File: src/rtl/io_bridge.sv
// io_bridge
//   Memory-mapped I/O bridge between the processor memory port and a
//   2^RAM_AW-word data RAM. Decodes the address, steers stores to the RAM or
//   to the peripheral registers (LED, HEX, TIMER, STATUS), and returns load
//   data on DIN one edge after the address is presented.
//
// Ports
//   Clock              : single clock, rising edge
//   Resetn             : asynchronous reset, active HIGH despite the name
//   Adress_in[15:0]    : processor address
//   DOUT[15:0]         : processor store data
//   Enable_escrita_mem : store strobe, qualifies Adress_in/DOUT this cycle
//   SW[15:0]           : raw asynchronous switch inputs
//   ram_rdata[15:0]    : RAM read data (one-cycle synchronous read)
//   ram_addr           : RAM address, combinational
//   ram_wdata[15:0]    : RAM write data, combinational
//   ram_wren           : RAM write enable, combinational
//   DIN[15:0]          : load data to the processor
//   LED[15:0]          : LED register
//   HEX[15:0]          : HEX register
//   timer_expired      : sticky timer expiry flag
module io_bridge #(
   parameter int unsigned RAM_AW    = 5,
   parameter int unsigned TIMER_DIV = 50000
) (
   input  logic              Clock,
   input  logic              Resetn,
   input  logic [15:0]       Adress_in,
   input  logic [15:0]       DOUT,
   input  logic              Enable_escrita_mem,
   input  logic [15:0]       SW,
   input  logic [15:0]       ram_rdata,
   output logic [RAM_AW-1:0] ram_addr,
   output logic [15:0]       ram_wdata,
   output logic              ram_wren,
   output logic [15:0]       DIN,
   output logic [15:0]       LED,
   output logic [15:0]       HEX,
   output logic              timer_expired
);

   localparam int unsigned PW = $clog2(TIMER_DIV);

   typedef enum logic [2:0] {
      SEL_NONE,
      SEL_RAM,
      SEL_LED,
      SEL_HEX,
      SEL_SW,
      SEL_TIMER,
      SEL_STATUS
   } sel_t;

   sel_t          sel_d;
   sel_t          sel_q;
   logic [15:0]   periph_d;
   logic [15:0]   periph_q;
   logic [15:0]   sw_meta;
   logic [15:0]   sw_sync;
   logic [15:0]   timer_q;
   logic [PW-1:0] presc_q;
   logic          tick;
   logic          wr_led;
   logic          wr_hex;
   logic          wr_timer;
   logic          wr_status;
   logic          expire;

   // ---------------------------------------------------------------- decode
   always_comb begin
      sel_d = SEL_NONE;
      if ((Adress_in >> RAM_AW) == '0) begin
         sel_d = SEL_RAM;
      end else if (Adress_in[15:8] == 8'h00) begin
         case (Adress_in[7:0])
            8'h80:   sel_d = SEL_LED;
            8'h81:   sel_d = SEL_HEX;
            8'h82:   sel_d = SEL_SW;
            8'h83:   sel_d = SEL_TIMER;
            8'h84:   sel_d = SEL_STATUS;
            default: sel_d = SEL_NONE;
         endcase
      end
   end

   assign ram_addr  = Adress_in[RAM_AW-1:0];
   assign ram_wdata = DOUT;
   assign ram_wren  = Enable_escrita_mem && (sel_d == SEL_RAM);

   assign wr_led    = Enable_escrita_mem && (sel_d == SEL_LED);
   assign wr_hex    = Enable_escrita_mem && (sel_d == SEL_HEX);
   assign wr_timer  = Enable_escrita_mem && (sel_d == SEL_TIMER);
   assign wr_status = Enable_escrita_mem && (sel_d == SEL_STATUS);

   // ------------------------------------------------------------- registers
   always_ff @(posedge Clock or posedge Resetn) begin
      if (Resetn) begin
         LED <= '0;
         HEX <= '0;
      end else begin
         if (wr_led) LED <= DOUT;
         if (wr_hex) HEX <= DOUT;
      end
   end

   always_ff @(posedge Clock or posedge Resetn) begin
      if (Resetn) begin
         sw_meta <= '0;
         sw_sync <= '0;
      end else begin
         sw_meta <= SW;
         sw_sync <= sw_meta;
      end
   end

   // ----------------------------------------------------------------- timer
   assign tick = (presc_q == PW'(TIMER_DIV - 1));

   // A TIMER write takes priority over a coincident tick, so expiry can only
   // come from a real 1 -> 0 decrement, never from loading zero.
   assign expire = tick && !wr_timer && (timer_q == 16'd1);

   always_ff @(posedge Clock or posedge Resetn) begin
      if (Resetn) begin
         presc_q <= '0;
         timer_q <= '0;
      end else if (wr_timer) begin
         presc_q <= '0;
         timer_q <= DOUT;
      end else begin
         presc_q <= tick ? '0 : presc_q + 1'b1;
         if (tick && (timer_q != '0)) timer_q <= timer_q - 1'b1;
      end
   end

   // Set beats clear when both land on the same edge.
   always_ff @(posedge Clock or posedge Resetn) begin
      if (Resetn)         timer_expired <= 1'b0;
      else if (expire)    timer_expired <= 1'b1;
      else if (wr_status) timer_expired <= 1'b0;
   end

   // ------------------------------------------------------------- load path
   always_comb begin
      periph_d = '0;
      case (sel_d)
         SEL_LED:    periph_d = LED;
         SEL_HEX:    periph_d = HEX;
         SEL_SW:     periph_d = sw_sync;
         SEL_TIMER:  periph_d = timer_q;
         SEL_STATUS: periph_d = {15'b0, timer_expired};
         default:    periph_d = '0;
      endcase
   end

   always_ff @(posedge Clock or posedge Resetn) begin
      if (Resetn) begin
         sel_q    <= SEL_NONE;
         periph_q <= '0;
      end else begin
         sel_q    <= sel_d;
         periph_q <= periph_d;
      end
   end

   // RAM data arrives one cycle after the address, aligned with sel_q.
   assign DIN = (sel_q == SEL_RAM) ? ram_rdata : periph_q;

endmodule
File: config.mk
export PLATFORM = sky130hd
export DESIGN_NAME = io_bridge
export DESIGN_NICKNAME = d
export VERILOG_FILES = /design/src/rtl/io_bridge.sv
export SDC_FILE = /design/constraint.sdc
export NUM_CORES = 1
export LEC_CHECK = 0
export CAP_MARGIN = 10
export CORE_MARGIN = 1.5
export CORE_UTILIZATION = 49
export DETAILED_ROUTE_END_ITERATION = 10
export HOLD_SLACK_MARGIN = 0.06
export PLACE_DENSITY = 0.85
export SLEW_MARGIN = 20
export SYNTH_ARGS = -nofsm -noshare
export SYNTH_HDL_FRONTEND = slang
export SYNTH_SLANG_ARGS = --single-unit
File: constraint.sdc
create_clock -name Clock -period 4 [get_ports Clock]
set_input_delay 0.6 -clock Clock [delete_from_list [all_inputs] [get_ports Clock]]
set_output_delay 0.6 -clock Clock [all_outputs]
set_load 0.05 [all_outputs]
Fig. 1: the metal 2 layer
Cells faint in the background.
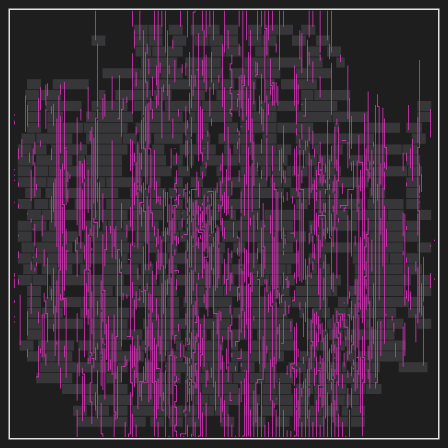
568 nets have wire on it. The layer carries 6910 um of wire. The longest straight run is 68.0 um. The wires run mostly vertical.
GRT met2 Usage: 0.430
aggregate routed wire length: 13100 um
Vias: 3911

Fig. 2: cell outlines without signal wires
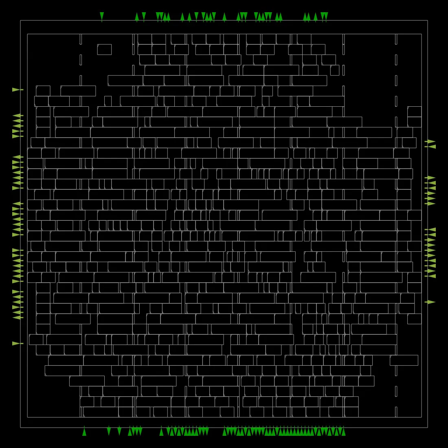
Tapcells: 136
num rows: 37
Core Util, Final: 0.698

Fig. 3: selected gate families
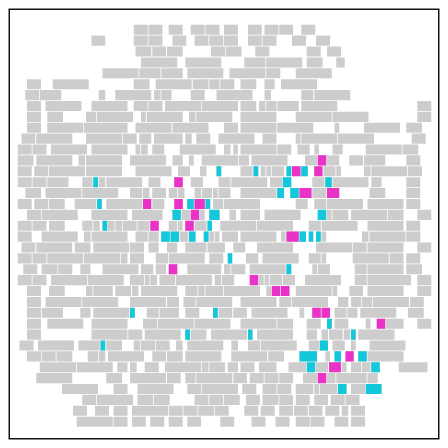
Magenta shows and/or cells, cells 23. Cyan shows nand cells, cells 41.
most instantiated logic cell after routing: clkdlybuf4s50_1
Comb/total area: 0.293

Fig. 4: metal 1
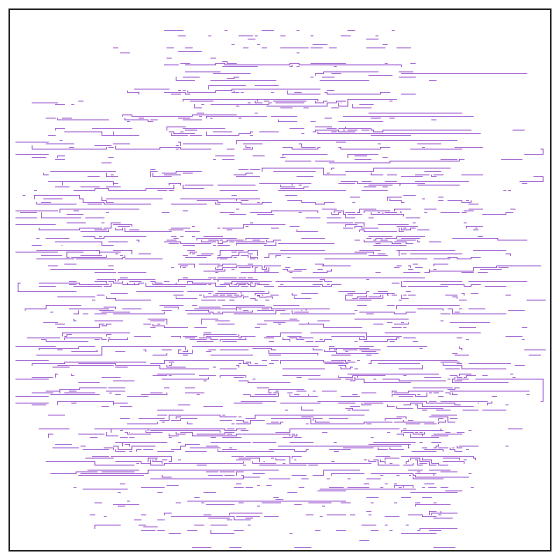
The wires run mostly horizontal. The layer holds 41% of the routed length. 550 nets have wire on it. The longest straight run is 43.7 um. The layer carries 5330 um of wire.
M1 GR Usage: 0.290

Fig. 5: placement density heat map
The die is cut into 11 by 11 equal tiles; white is low, dark blue is high, 0 to 100% covered.
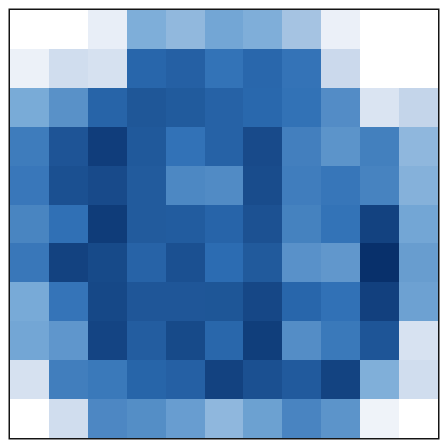
The fullest tile reaches 100%. The mean over all tiles is 62%. 41% of the tiles are over 75% full. 6.6% of the tiles are nearly empty.
core area: 10400 um^2
starting density of the core: 0.508

==> out/results.txt <==
Reg2Reg Setup Slack: 1.37 ns
Cell taking the most area after synthesis: dfrtp_1
Yosys cell count: 432
Fmax: 313 MHz
AO/OA Area Share: 0.0808
Filler instances: 741
Total GRT Usage: 0.241
Fin Hold WS: 0.347 ns
Non-clock buffering overhead: 0.199
Drt pass-1 iters: 4
CP max stage cell: clkdlybuf4s50_1
Antenna diode count: 0
Clock buffer depth: 2
Fa+ha+maj area frac: 0.00709
Synth Cell Area: 5290 um^2
Top class by area: registers
Xor/xnor share: 0.0480
Hold Crit Start: sw_meta[2]
Worst-path maximum fanout: 17
Sinks on Clock Net: 116
Yosys stat area: 5290 um^2
Synth flops: 116
Post-CTS Setup Inserts: 0
Status: finished clean
Port bufs: 137
Drt drc: 0
Crit path from: Adress_in[0]
Levels on crit path: 8
Reg-to-reg startpoint: presc_q[4]
TritonCTS clock tree: done
Commonest flop: dfrtp_1
Post-Syn Area per Cell: 12.3 um^2
Synth Instances: 432
Comb area leader: multiplexers
#MultiIn Comb: 271
Hold WC Path Type: reg2reg
Initial antenna violation count: 0
Post_cts resized: 0
P&R area growth vs syn: 37.4%
Tot Pwr: 2900 uW
Synth unique cells: 53
Pins Over Slew Limit: 0
Final clock-cell share: 0.0812
Post-cts hold-fix buffer tally: 0
Setup CP Type: in2out
Vias in the first global route: 4099
CP required: 3.40 ns
Final nets: 627
Reg-to-Reg End: timer_q[9]
CP most frequent cell: inv_1
Logic area: 2130 um^2
Non-Clock Buffer Count: 144
Cycle use final: 0.800
MUX area fraction: 0.143
Met3 routed wirelength: 602 um
RSZ-0062 raised after global routing: false
Clock latency at the later pin of the worst-skew pair: 0.51 ns
Final cell count without fillers: 706
Area after DPL: 6680 um^2
Clkbuf count: 19
Total tool warning count: 27
VDD IR max: 0.306 mV
Crit end category: primary output
Top cell area share: 0.548
WHS Path Cells: 0
WHS Endpoint: sw_sync[2]
P_clk: 1470 uW
Crit path launch type: input pin
Root Buffer: clkbuf_8
No activity file was given, so power comes from the tool's default toggle rates.
